<file path="src/rtl/ps2_mouse_pkg.sv">
// Shared definitions for the PS/2 mouse host controller: command and response
// bytes, init state encoding, status-byte bit positions and packet payloads.
package ps2_mouse_pkg;

  localparam int unsigned BYTE_W  = 8;
  localparam int unsigned DELTA_W = 9;
  localparam int unsigned BTN_W   = 3;
  localparam int unsigned OVF_W   = 2;

  // Host-to-mouse commands
  localparam logic [BYTE_W-1:0] CMD_RESET  = 8'hFF;
  localparam logic [BYTE_W-1:0] CMD_ENABLE = 8'hF4;

  // Mouse-to-host responses
  localparam logic [BYTE_W-1:0] RSP_ACK    = 8'hFA;
  localparam logic [BYTE_W-1:0] RSP_BAT_OK = 8'hAA;
  localparam logic [BYTE_W-1:0] RSP_ID_STD = 8'h00;

  // Status byte (packet byte 0) bit positions
  localparam int unsigned STAT_BTN_LSB = 0;
  localparam int unsigned STAT_BTN_MSB = 2;
  localparam int unsigned STAT_SYNC    = 3;
  localparam int unsigned STAT_XSIGN   = 4;
  localparam int unsigned STAT_YSIGN   = 5;
  localparam int unsigned STAT_XOVF    = 6;
  localparam int unsigned STAT_YOVF    = 7;

  typedef enum logic [3:0] {
    ST_RST_SEND      = 4'd0,
    ST_RST_WAIT_DONE = 4'd1,
    ST_WAIT_ACK      = 4'd2,
    ST_WAIT_BAT      = 4'd3,
    ST_WAIT_ID       = 4'd4,
    ST_EN_SEND       = 4'd5,
    ST_EN_WAIT_DONE  = 4'd6,
    ST_EN_WAIT_ACK   = 4'd7,
    ST_STREAM        = 4'd8,
    ST_FAIL          = 4'd9
  } init_state_e;

  // Status fields kept from byte 0; the always-one sync bit is not stored
  typedef struct packed {
    logic             y_ovf;
    logic             x_ovf;
    logic             y_sign;
    logic             x_sign;
    logic [BTN_W-1:0] buttons;
  } mouse_status_t;

  typedef struct packed {
    logic [OVF_W-1:0]   overflow;
    logic [BTN_W-1:0]   buttons;
    logic [DELTA_W-1:0] dy;
    logic [DELTA_W-1:0] dx;
  } mouse_pkt_t;

  // Sign bit from the status byte becomes bit 8 of each 9-bit delta
  function automatic mouse_pkt_t decode_packet(input mouse_status_t st,
                                               input logic [BYTE_W-1:0] b1,
                                               input logic [BYTE_W-1:0] b2);
    mouse_pkt_t p;
    p.dx       = {st.x_sign, b1};
    p.dy       = {st.y_sign, b2};
    p.buttons  = st.buttons;
    p.overflow = {st.y_ovf, st.x_ovf};
    return p;
  endfunction

endpackage

</file>
<file path="src/rtl/ps2_mouse_sequencer_if.sv">
// Bus between the mouse sequencer, the PS/2 byte transceiver and the drawing
// logic. master = sequencer side, slave = transceiver/consumer side.
//   tx_data/tx_send        command byte and one-cycle strobe to transceiver
//   tx_done/tx_error       transceiver send completion / timeout pulses
//   rx_data/rx_valid       received byte and one-cycle valid
//   ready/init_fail        init status
//   pkt_*                  decoded stream packet, pkt_valid pulses once per packet
interface ps2_mouse_sequencer_if;
  import ps2_mouse_pkg::*;

  logic [BYTE_W-1:0]  tx_data;
  logic               tx_send;
  logic               tx_done;
  logic               tx_error;
  logic [BYTE_W-1:0]  rx_data;
  logic               rx_valid;
  logic               ready;
  logic               init_fail;
  logic               pkt_valid;
  logic [DELTA_W-1:0] pkt_dx;
  logic [DELTA_W-1:0] pkt_dy;
  logic [BTN_W-1:0]   pkt_buttons;
  logic [OVF_W-1:0]   pkt_overflow;

  modport master (
    output tx_data, tx_send, ready, init_fail,
           pkt_valid, pkt_dx, pkt_dy, pkt_buttons, pkt_overflow,
    input  tx_done, tx_error, rx_data, rx_valid
  );

  modport slave (
    input  tx_data, tx_send, ready, init_fail,
           pkt_valid, pkt_dx, pkt_dy, pkt_buttons, pkt_overflow,
    output tx_done, tx_error, rx_data, rx_valid
  );

endinterface

</file>
<file path="src/rtl/ps2_mouse_packet_assembler.sv">
// Assembles 3-byte PS/2 stream packets once the mouse is initialised.
// Ports:
//   clk, reset      clock, async active-high reset
//   en_i            high while the sequencer is in STREAM
//   rx_data_i       received byte
//   rx_valid_i      one-cycle valid for rx_data_i
//   pkt_valid_o     one-cycle pulse, cycle after the third byte
//   pkt_o           decoded packet, held until the next one
module ps2_mouse_packet_assembler
  import ps2_mouse_pkg::*;
#(
  parameter int unsigned GAP_CYCLES = 100000
) (
  input  logic              clk,
  input  logic              reset,
  input  logic              en_i,
  input  logic [BYTE_W-1:0] rx_data_i,
  input  logic              rx_valid_i,
  output logic              pkt_valid_o,
  output mouse_pkt_t        pkt_o
);

  localparam int unsigned IDX_W = 2;
  localparam int unsigned GAP_W = $clog2(GAP_CYCLES + 1);
  localparam logic [GAP_W-1:0] GAP_LAST = GAP_W'(GAP_CYCLES - 1);

  logic [IDX_W-1:0]  idx_q, idx_d;
  logic [GAP_W-1:0]  gap_q, gap_d;
  mouse_status_t     stat_q, stat_d;
  logic [BYTE_W-1:0] b1_q, b1_d;
  mouse_pkt_t        pkt_q, pkt_d;
  logic              pkt_valid_q, pkt_valid_d;
  logic              accept;

  // State registers
  always_ff @(posedge clk or posedge reset) begin
    if (reset) begin
      idx_q       <= '0;
      gap_q       <= '0;
      stat_q      <= '0;
      b1_q        <= '0;
      pkt_q       <= '0;
      pkt_valid_q <= 1'b0;
    end else begin
      idx_q       <= idx_d;
      gap_q       <= gap_d;
      stat_q      <= stat_d;
      b1_q        <= b1_d;
      pkt_q       <= pkt_d;
      pkt_valid_q <= pkt_valid_d;
    end
  end

  // Byte 0 must carry the always-one sync bit; anything else resyncs silently
  assign accept = en_i && rx_valid_i &&
                  ((idx_q != IDX_W'(0)) || rx_data_i[STAT_SYNC]);

  // Next-state: byte index, inter-byte gap timer and packet capture
  always_comb begin
    idx_d       = idx_q;
    gap_d       = gap_q;
    stat_d      = stat_q;
    b1_d        = b1_q;
    pkt_d       = pkt_q;
    pkt_valid_d = 1'b0;

    if (!en_i) begin
      idx_d = '0;
      gap_d = '0;
    end else if (accept) begin
      gap_d = '0;
      case (idx_q)
        IDX_W'(0): begin
          stat_d.y_ovf   = rx_data_i[STAT_YOVF];
          stat_d.x_ovf   = rx_data_i[STAT_XOVF];
          stat_d.y_sign  = rx_data_i[STAT_YSIGN];
          stat_d.x_sign  = rx_data_i[STAT_XSIGN];
          stat_d.buttons = rx_data_i[STAT_BTN_MSB:STAT_BTN_LSB];
          idx_d          = IDX_W'(1);
        end
        IDX_W'(1): begin
          b1_d  = rx_data_i;
          idx_d = IDX_W'(2);
        end
        default: begin
          pkt_d       = decode_packet(stat_q, b1_q, rx_data_i);
          pkt_valid_d = 1'b1;
          idx_d       = '0;
        end
      endcase
    end else if (idx_q != IDX_W'(0)) begin
      // Stalled mid-packet: drop the partial packet once the gap limit is hit
      if (gap_q >= GAP_LAST) begin
        idx_d = '0;
        gap_d = '0;
      end else begin
        gap_d = gap_q + GAP_W'(1);
      end
    end
  end

  assign pkt_valid_o = pkt_valid_q;
  assign pkt_o       = pkt_q;

endmodule

</file>
<file path="src/rtl/ps2_mouse_sequencer.sv">
// Host-side PS/2 mouse controller: runs the reset/enable init handshake with
// timeout and retry, then hands received bytes to the packet assembler.
// Ports:
//   clk, reset      clock, async active-high reset
//   bus (master)    transceiver command/response and decoded packet signals
module ps2_mouse_sequencer
  import ps2_mouse_pkg::*;
#(
  parameter int unsigned TIMEOUT_CYCLES = 2500000,
  parameter int unsigned MAX_RETRIES    = 3,
  parameter int unsigned GAP_CYCLES     = 100000
) (
  input  logic                  clk,
  input  logic                  reset,
  ps2_mouse_sequencer_if.master bus
);

  localparam int unsigned TMO_W   = $clog2(TIMEOUT_CYCLES + 1);
  localparam int unsigned RETRY_W = 3;
  localparam logic [TMO_W-1:0]   TMO_LAST  = TMO_W'(TIMEOUT_CYCLES - 1);
  localparam logic [RETRY_W-1:0] RETRY_MAX = RETRY_W'(MAX_RETRIES);

  init_state_e        state_q, state_d;
  logic [TMO_W-1:0]   tmo_q, tmo_d;
  logic [RETRY_W-1:0] retry_q, retry_d;
  logic [BYTE_W-1:0]  tx_data_q, tx_data_d;
  logic               tx_send_q, tx_send_d;
  logic               ready_q, ready_d;
  logic               init_fail_q, init_fail_d;

  // Per-state wait descriptors consumed by the shared wait logic
  logic               done_wait;
  logic               rsp_wait;
  logic               rx_checked;
  logic [BYTE_W-1:0]  rsp_exp;
  init_state_e        done_next;
  init_state_e        rsp_next;
  logic               init_err;

  mouse_pkt_t         pkt;
  logic               pkt_valid;

  // State and output registers
  always_ff @(posedge clk or posedge reset) begin
    if (reset) begin
      state_q     <= ST_RST_SEND;
      tmo_q       <= '0;
      retry_q     <= '0;
      tx_data_q   <= '0;
      tx_send_q   <= 1'b0;
      ready_q     <= 1'b0;
      init_fail_q <= 1'b0;
    end else begin
      state_q     <= state_d;
      tmo_q       <= tmo_d;
      retry_q     <= retry_d;
      tx_data_q   <= tx_data_d;
      tx_send_q   <= tx_send_d;
      ready_q     <= ready_d;
      init_fail_q <= init_fail_d;
    end
  end

  // Init sequencing: next state, timeout/retry bookkeeping and command outputs
  always_comb begin
    state_d    = state_q;
    retry_d    = retry_q;
    tx_data_d  = tx_data_q;
    tx_send_d  = 1'b0;
    done_wait  = 1'b0;
    rsp_wait   = 1'b0;
    rx_checked = 1'b0;
    rsp_exp    = '0;
    done_next  = state_q;
    rsp_next   = state_q;
    init_err   = 1'b0;

    case (state_q)
      ST_RST_SEND: begin
        tx_data_d = CMD_RESET;
        tx_send_d = 1'b1;
        state_d   = ST_RST_WAIT_DONE;
      end
      ST_RST_WAIT_DONE: begin
        // Stray bytes while the reset command is on the wire are ignored
        done_wait = 1'b1;
        done_next = ST_WAIT_ACK;
      end
      ST_WAIT_ACK: begin
        rsp_wait = 1'b1;
        rsp_exp  = RSP_ACK;
        rsp_next = ST_WAIT_BAT;
      end
      ST_WAIT_BAT: begin
        rsp_wait = 1'b1;
        rsp_exp  = RSP_BAT_OK;
        rsp_next = ST_WAIT_ID;
      end
      ST_WAIT_ID: begin
        rsp_wait = 1'b1;
        rsp_exp  = RSP_ID_STD;
        rsp_next = ST_EN_SEND;
      end
      ST_EN_SEND: begin
        tx_data_d = CMD_ENABLE;
        tx_send_d = 1'b1;
        state_d   = ST_EN_WAIT_DONE;
      end
      ST_EN_WAIT_DONE: begin
        done_wait  = 1'b1;
        done_next  = ST_EN_WAIT_ACK;
        rx_checked = 1'b1;
      end
      ST_EN_WAIT_ACK: begin
        rsp_wait = 1'b1;
        rsp_exp  = RSP_ACK;
        rsp_next = ST_STREAM;
      end
      ST_STREAM, ST_FAIL: begin
        state_d = state_q;
      end
      default: begin
        state_d = ST_RST_SEND;
      end
    endcase

    // tx_error outranks a same-cycle tx_done; a matching event beats the timeout
    if (done_wait || rsp_wait) begin
      if (bus.tx_error) begin
        init_err = 1'b1;
      end else if (done_wait && bus.tx_done) begin
        state_d = done_next;
      end else if (rsp_wait && bus.rx_valid && (bus.rx_data == rsp_exp)) begin
        state_d = rsp_next;
      end else if ((rsp_wait || rx_checked) && bus.rx_valid) begin
        init_err = 1'b1;
      end else if (tmo_q >= TMO_LAST) begin
        init_err = 1'b1;
      end
    end

    if (init_err) begin
      retry_d = retry_q + RETRY_W'(1);
      state_d = (retry_d == RETRY_MAX) ? ST_FAIL : ST_RST_SEND;
    end

    // Timeout restarts on every state entry and only runs while waiting
    if (state_d != state_q) begin
      tmo_d = '0;
    end else if (done_wait || rsp_wait) begin
      tmo_d = tmo_q + TMO_W'(1);
    end else begin
      tmo_d = '0;
    end

    ready_d     = (state_d == ST_STREAM);
    init_fail_d = (state_d == ST_FAIL);
  end

  ps2_mouse_packet_assembler #(
    .GAP_CYCLES (GAP_CYCLES)
  ) u_assembler (
    .clk         (clk),
    .reset       (reset),
    .en_i        (ready_q),
    .rx_data_i   (bus.rx_data),
    .rx_valid_i  (bus.rx_valid),
    .pkt_valid_o (pkt_valid),
    .pkt_o       (pkt)
  );

  assign bus.tx_data      = tx_data_q;
  assign bus.tx_send      = tx_send_q;
  assign bus.ready        = ready_q;
  assign bus.init_fail    = init_fail_q;
  assign bus.pkt_valid    = pkt_valid;
  assign bus.pkt_dx       = pkt.dx;
  assign bus.pkt_dy       = pkt.dy;
  assign bus.pkt_buttons  = pkt.buttons;
  assign bus.pkt_overflow = pkt.overflow;

endmodule

</file>
<file path="src/flat_wrapper.sv">
// flat-port wrapper written by rule: the top's interface ports become plain ports
module ps2_mouse_sequencer_flat import ps2_mouse_pkg::*;
#(
  parameter int unsigned TIMEOUT_CYCLES = 2500000,
  parameter int unsigned MAX_RETRIES    = 3,
  parameter int unsigned GAP_CYCLES     = 100000
)
  (clk, reset, bus_tx_data, bus_tx_send, bus_ready, bus_init_fail, bus_pkt_valid, bus_pkt_dx, bus_pkt_dy, bus_pkt_buttons, bus_pkt_overflow, bus_tx_done, bus_tx_error, bus_rx_data, bus_rx_valid);
  ps2_mouse_sequencer_if bus_i ();
  input  logic clk;
  input  logic reset;
  output wire logic [$bits(bus_i.tx_data)-1:0] bus_tx_data;
  output wire logic [$bits(bus_i.tx_send)-1:0] bus_tx_send;
  output wire logic [$bits(bus_i.ready)-1:0] bus_ready;
  output wire logic [$bits(bus_i.init_fail)-1:0] bus_init_fail;
  output wire logic [$bits(bus_i.pkt_valid)-1:0] bus_pkt_valid;
  output wire logic [$bits(bus_i.pkt_dx)-1:0] bus_pkt_dx;
  output wire logic [$bits(bus_i.pkt_dy)-1:0] bus_pkt_dy;
  output wire logic [$bits(bus_i.pkt_buttons)-1:0] bus_pkt_buttons;
  output wire logic [$bits(bus_i.pkt_overflow)-1:0] bus_pkt_overflow;
  input wire logic [$bits(bus_i.tx_done)-1:0] bus_tx_done;
  input wire logic [$bits(bus_i.tx_error)-1:0] bus_tx_error;
  input wire logic [$bits(bus_i.rx_data)-1:0] bus_rx_data;
  input wire logic [$bits(bus_i.rx_valid)-1:0] bus_rx_valid;
  assign bus_tx_data = bus_i.tx_data;
  assign bus_tx_send = bus_i.tx_send;
  assign bus_ready = bus_i.ready;
  assign bus_init_fail = bus_i.init_fail;
  assign bus_pkt_valid = bus_i.pkt_valid;
  assign bus_pkt_dx = bus_i.pkt_dx;
  assign bus_pkt_dy = bus_i.pkt_dy;
  assign bus_pkt_buttons = bus_i.pkt_buttons;
  assign bus_pkt_overflow = bus_i.pkt_overflow;
  assign bus_i.tx_done = bus_tx_done;
  assign bus_i.tx_error = bus_tx_error;
  assign bus_i.rx_data = bus_rx_data;
  assign bus_i.rx_valid = bus_rx_valid;
  ps2_mouse_sequencer #(.TIMEOUT_CYCLES(TIMEOUT_CYCLES), .MAX_RETRIES(MAX_RETRIES), .GAP_CYCLES(GAP_CYCLES)) u_core (.clk(clk), .reset(reset), .bus(bus_i));
endmodule
</file>
<file path="config.mk">
export PLATFORM = sky130hd
export DESIGN_NAME = ps2_mouse_sequencer_flat
export DESIGN_NICKNAME = d
export VERILOG_FILES = /design/src/rtl/ps2_mouse_pkg.sv /design/src/rtl/ps2_mouse_sequencer_if.sv /design/src/rtl/ps2_mouse_packet_assembler.sv /design/src/rtl/ps2_mouse_sequencer.sv /design/src/flat_wrapper.sv
export SDC_FILE = /design/constraint.sdc
export NUM_CORES = 1
export LEC_CHECK = 0
export ABC_AREA = 1
export CELL_PAD_IN_SITES_DETAIL_PLACEMENT = 1
export CELL_PAD_IN_SITES_GLOBAL_PLACEMENT = 1
export CORE_MARGIN = 2
export CORE_UTILIZATION = 43
export CTS_BUF_LIST = sky130_fd_sc_hd__clkbuf_8 sky130_fd_sc_hd__clkbuf_16
export DETAILED_ROUTE_END_ITERATION = 6
export GPL_TIMING_DRIVEN = 0
export HOLD_SLACK_MARGIN = 0.06
export PLACE_DENSITY_LB_ADDON = 0.1
export RECOVER_POWER = 100
export SLEW_MARGIN = 20
export SYNTH_ARGS = -nofsm -noshare
export SYNTH_HDL_FRONTEND = slang
export SYNTH_SLANG_ARGS = --single-unit
</file>
<file path="constraint.sdc">
create_clock -name clk -period 3.5 [get_ports clk]
set_clock_uncertainty 0.2 [all_clocks]
set_input_delay 0.35 -clock clk [delete_from_list [all_inputs] [get_ports clk]]
set_output_delay 0.35 -clock clk [all_outputs]
set_load 0.05 [all_outputs]
</file>
==> results.toml, run 1 <==
# generated from flow reports
[clocking]
holdBufCountCts = 0
cts_buffers = 9

[synth]
yosys_most_used_dff = "sky130_fd_sc_hd__dfrtp_1"
postSynthAreaPerCell_sq_um = 7.86
synth_chip_area_sq_um = 4910
async_flop_share_pct = 100
yosys.area.top_type_share_pct = 46.9
synth_stat.cells = 624
flops_after_synth = 92
syn_area_sq_um = 4910
number_of_synthesized_flops_with_an_enable_pin = 0

[floorplanning]
chipHeight_um = 111
horizontal_extent_of_the_die_um = 111

[finish]
comb_cells = 437
layout.nets = 700
sh_comb_area_pct = 36.3
num_antenna_cells = 0
area.share.sequential_pct = 39.5
largest_register_ff_count = 23

[drt]
viasPerCell = 5.13
detail_route.first_pass.iterations = 4
vias = 4263
drt_drc = 0
m1WireLength_um = 5640

[power]
power_frac_seq_pct = 33.7
worst_ir_drop_vdd_mv = 0.727

[global_routing]
grt.overflow.total = 0
use_met2_pct = 38.1
use_met3_pct = 3.44

[sta]
final_setup_violation_count = 0
fin_setup_tns_ns = 0
remaining_max_slew_budget_at_the_tightest_pin_pct = 21.6
post-route-period-util_pct = 83.4

[placed_design]
dp_hpwl_um = 9620
io_buffers = 47
routabilityCongestion = 0.877

[outcome]
outcome = "finished, final reports clean"

[setup_path]
cp.depth = 17
crit_path_end_kind = "flop"
rr_endpoint = "u_core.tmo_q[17]$_DFF_PP0_"

[run]
stage_log_warnings = 27
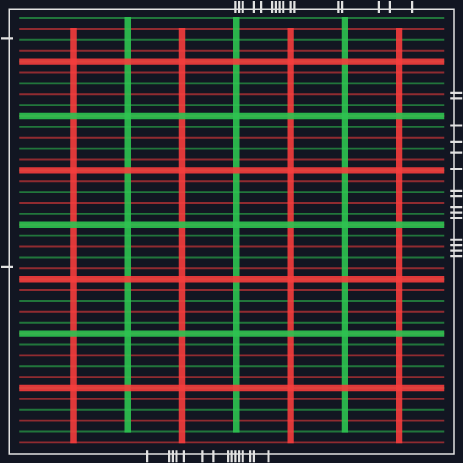
*Supply network, run 1*
Scale: 4 px per um. Pins as bars on the die edge.
VDD -> green
VSS -> red
signal pins = 48
rows = 39

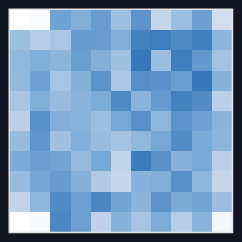
*Placement density heat map, run 1*
Scale: 2 px per um. The die is cut into 11 by 11 equal tiles; white is low, dark blue is high, 0 to 100% covered.
fullest tile = 72%
nearly empty tiles = 2.5%
mean over tiles = 46%

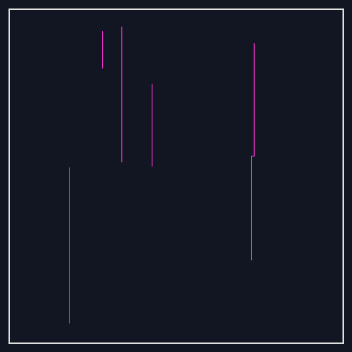
*The metal 4 layer, run 1*
Scale: 3 px per um.
share of all routed wire = 1.7%
main direction = vertical
longest straight run = 51.7 um

==> inputs of run 2 (changes only) <==
==> constraint.sdc (replaced) <==
create_clock -name clk -period 3 [get_ports clk]
set_clock_uncertainty 0.2 [all_clocks]
set_input_delay 0.3 -clock clk [delete_from_list [all_inputs] [get_ports clk]]
set_output_delay 0.3 -clock clk [all_outputs]
set_load 0.05 [all_outputs]
==> results.toml, run 2 <==
# generated from flow reports
[drt]
viasPerCell = 5.13
met2WireLength_um = 6560
dr_wl_met3_um = 286
detail_route.first_pass.iterations = 4
drt_drc = 0
vias = 4267

[finish]
num_antenna_cells = 0
comb_cells = 437
largest_register_ff_count = 23
area.share.sequential_pct = 39.3
post_route_cells_drive_above_1_share_pct = 11.0
sh_comb_area_pct = 36.9
clkCellAreaFrac_pct = 5.38

[outcome]
outcome = "finished, final reports clean"

[setup_path]
crit_path_end_kind = "flop"
rr_endpoint = "u_core.tmo_q[16]$_DFF_PP0_"
rr_startpoint = "u_core.state_q[1]$_DFF_PP0_"
cp.depth = 15
crit_end = "u_core.tmo_q[16]$_DFF_PP0_"
worstPathBufferInverterCount = 2

[power]
pg_clk_mw = 1.22
power_frac_seq_pct = 33.3
clock_power_share_pct = 28.3
power.leakage_nw = 2.75
largestPowerGroup = "combinational logic"
worst_ir_drop_vdd_mv = 0.908

[synth]
synth_stat.cells = 624
flops_after_synth = 92
number_of_synthesized_flops_with_an_enable_pin = 0
synth_chip_area_sq_um = 4910
syn_area_sq_um = 4910
yosys_most_used_dff = "sky130_fd_sc_hd__dfrtp_1"
yosys.area.top_type_share_pct = 46.9
async_flop_share_pct = 100

[sta]
final_setup_violation_count = 0
remaining_max_slew_budget_at_the_tightest_pin_pct = 28.3
post-route-period-util_pct = 91.2
fin_setup_tns_ns = 0
worst-slew-pin-transition_ns = 1.07

[global_routing]
use_met2_pct = 38.1
grt.overflow.total = 0
use_met3_pct = 3.44
number_of_antenna_violations_at_the_first_check_in_global_routing = 0

[placed_design]
routabilityCongestion = 0.877
dp_hpwl_um = 9620
io_buffers = 47

[clocking]
cts_buffers = 9

[floorplanning]
chipHeight_um = 111
horizontal_extent_of_the_die_um = 111
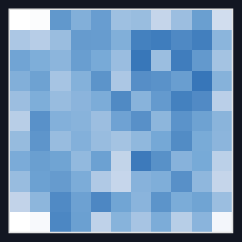
*Placement density heat map, run 2*
Scale: 2 px per um. The die is cut into 11 by 11 equal tiles; white is low, dark blue is high, 0 to 100% covered.
end-of-flow core utilization: 52.0%
FP Core Util: 43.5%
Core Area: 11,300 sq um

### Routing congestion, run 2

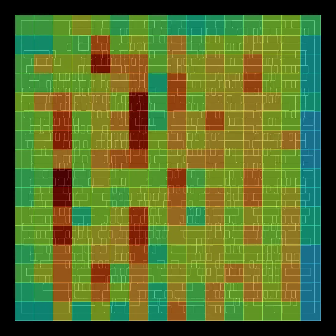

==> inputs of run 3 (changes only) <==
--- a/config.mk
+++ b/config.mk
@@ -6,11 +6,12 @@
 export NUM_CORES = 1
 export LEC_CHECK = 0
 export ABC_AREA = 1
+export CAP_MARGIN = 30
 export CELL_PAD_IN_SITES_DETAIL_PLACEMENT = 1
 export CELL_PAD_IN_SITES_GLOBAL_PLACEMENT = 1
-export CORE_MARGIN = 2
 export CORE_UTILIZATION = 43
 export CTS_BUF_LIST = sky130_fd_sc_hd__clkbuf_8 sky130_fd_sc_hd__clkbuf_16
+export CTS_CLUSTER_SIZE = 30
 export DETAILED_ROUTE_END_ITERATION = 6
 export GPL_TIMING_DRIVEN = 0
 export HOLD_SLACK_MARGIN = 0.06
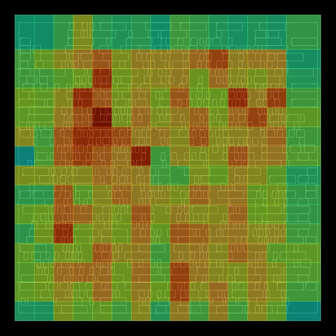
*Routing congestion, run 3*
Total Routing Usage GR: 24.1%
end-of-flow core utilization: 53.3%

==> results.toml, run 3 <==
# generated from flow reports
[clocking]
holdBufCountCts = 1
cts_buffers = 9

[finish]
largest_register_ff_count = 23
num_antenna_cells = 0
clkCellAreaFrac_pct = 5.68
layout.nets = 701
sh_comb_area_pct = 36.2

[sta]
remaining_max_slew_budget_at_the_tightest_pin_pct = 39.6
fin_setup_tns_ns = 0

[setup_path]
worstPathBufferInverterCount = 3
crit_path_end_kind = "flop"
crit_end = "u_core.tmo_q[10]$_DFF_PP0_"
cp.depth = 16
rr_endpoint = "u_core.tmo_q[10]$_DFF_PP0_"
rr_startpoint = "u_core.state_q[3]$_DFF_PP0_"

[floorplanning]
initial_utilization_pct = 44.7
core-area_sq_um = 11000

[power]
worst_ir_drop_vdd_mv = 0.469
power_frac_seq_pct = 33.1
pg_clk_mw = 1.28
power.leakage_nw = 2.77

[synth]
async_flop_share_pct = 100
flops_after_synth = 92
number_of_synthesized_flops_with_an_enable_pin = 0
yosys_most_used_dff = "sky130_fd_sc_hd__dfrtp_1"
yosys.area.top_type_share_pct = 46.9

[placed_design]
dp_hpwl_um = 9810
routabilityCongestion = 0.868

[drt]
met2WireLength_um = 6390
viasPerCell = 5.18
vias = 4296

[outcome]
outcome = "finished, final reports clean"

[run]
stage_log_warnings = 27

[global_routing]
use_met3_pct = 3.77
grt.overflow.total = 0
number_of_antenna_violations_at_the_first_check_in_global_routing = 0
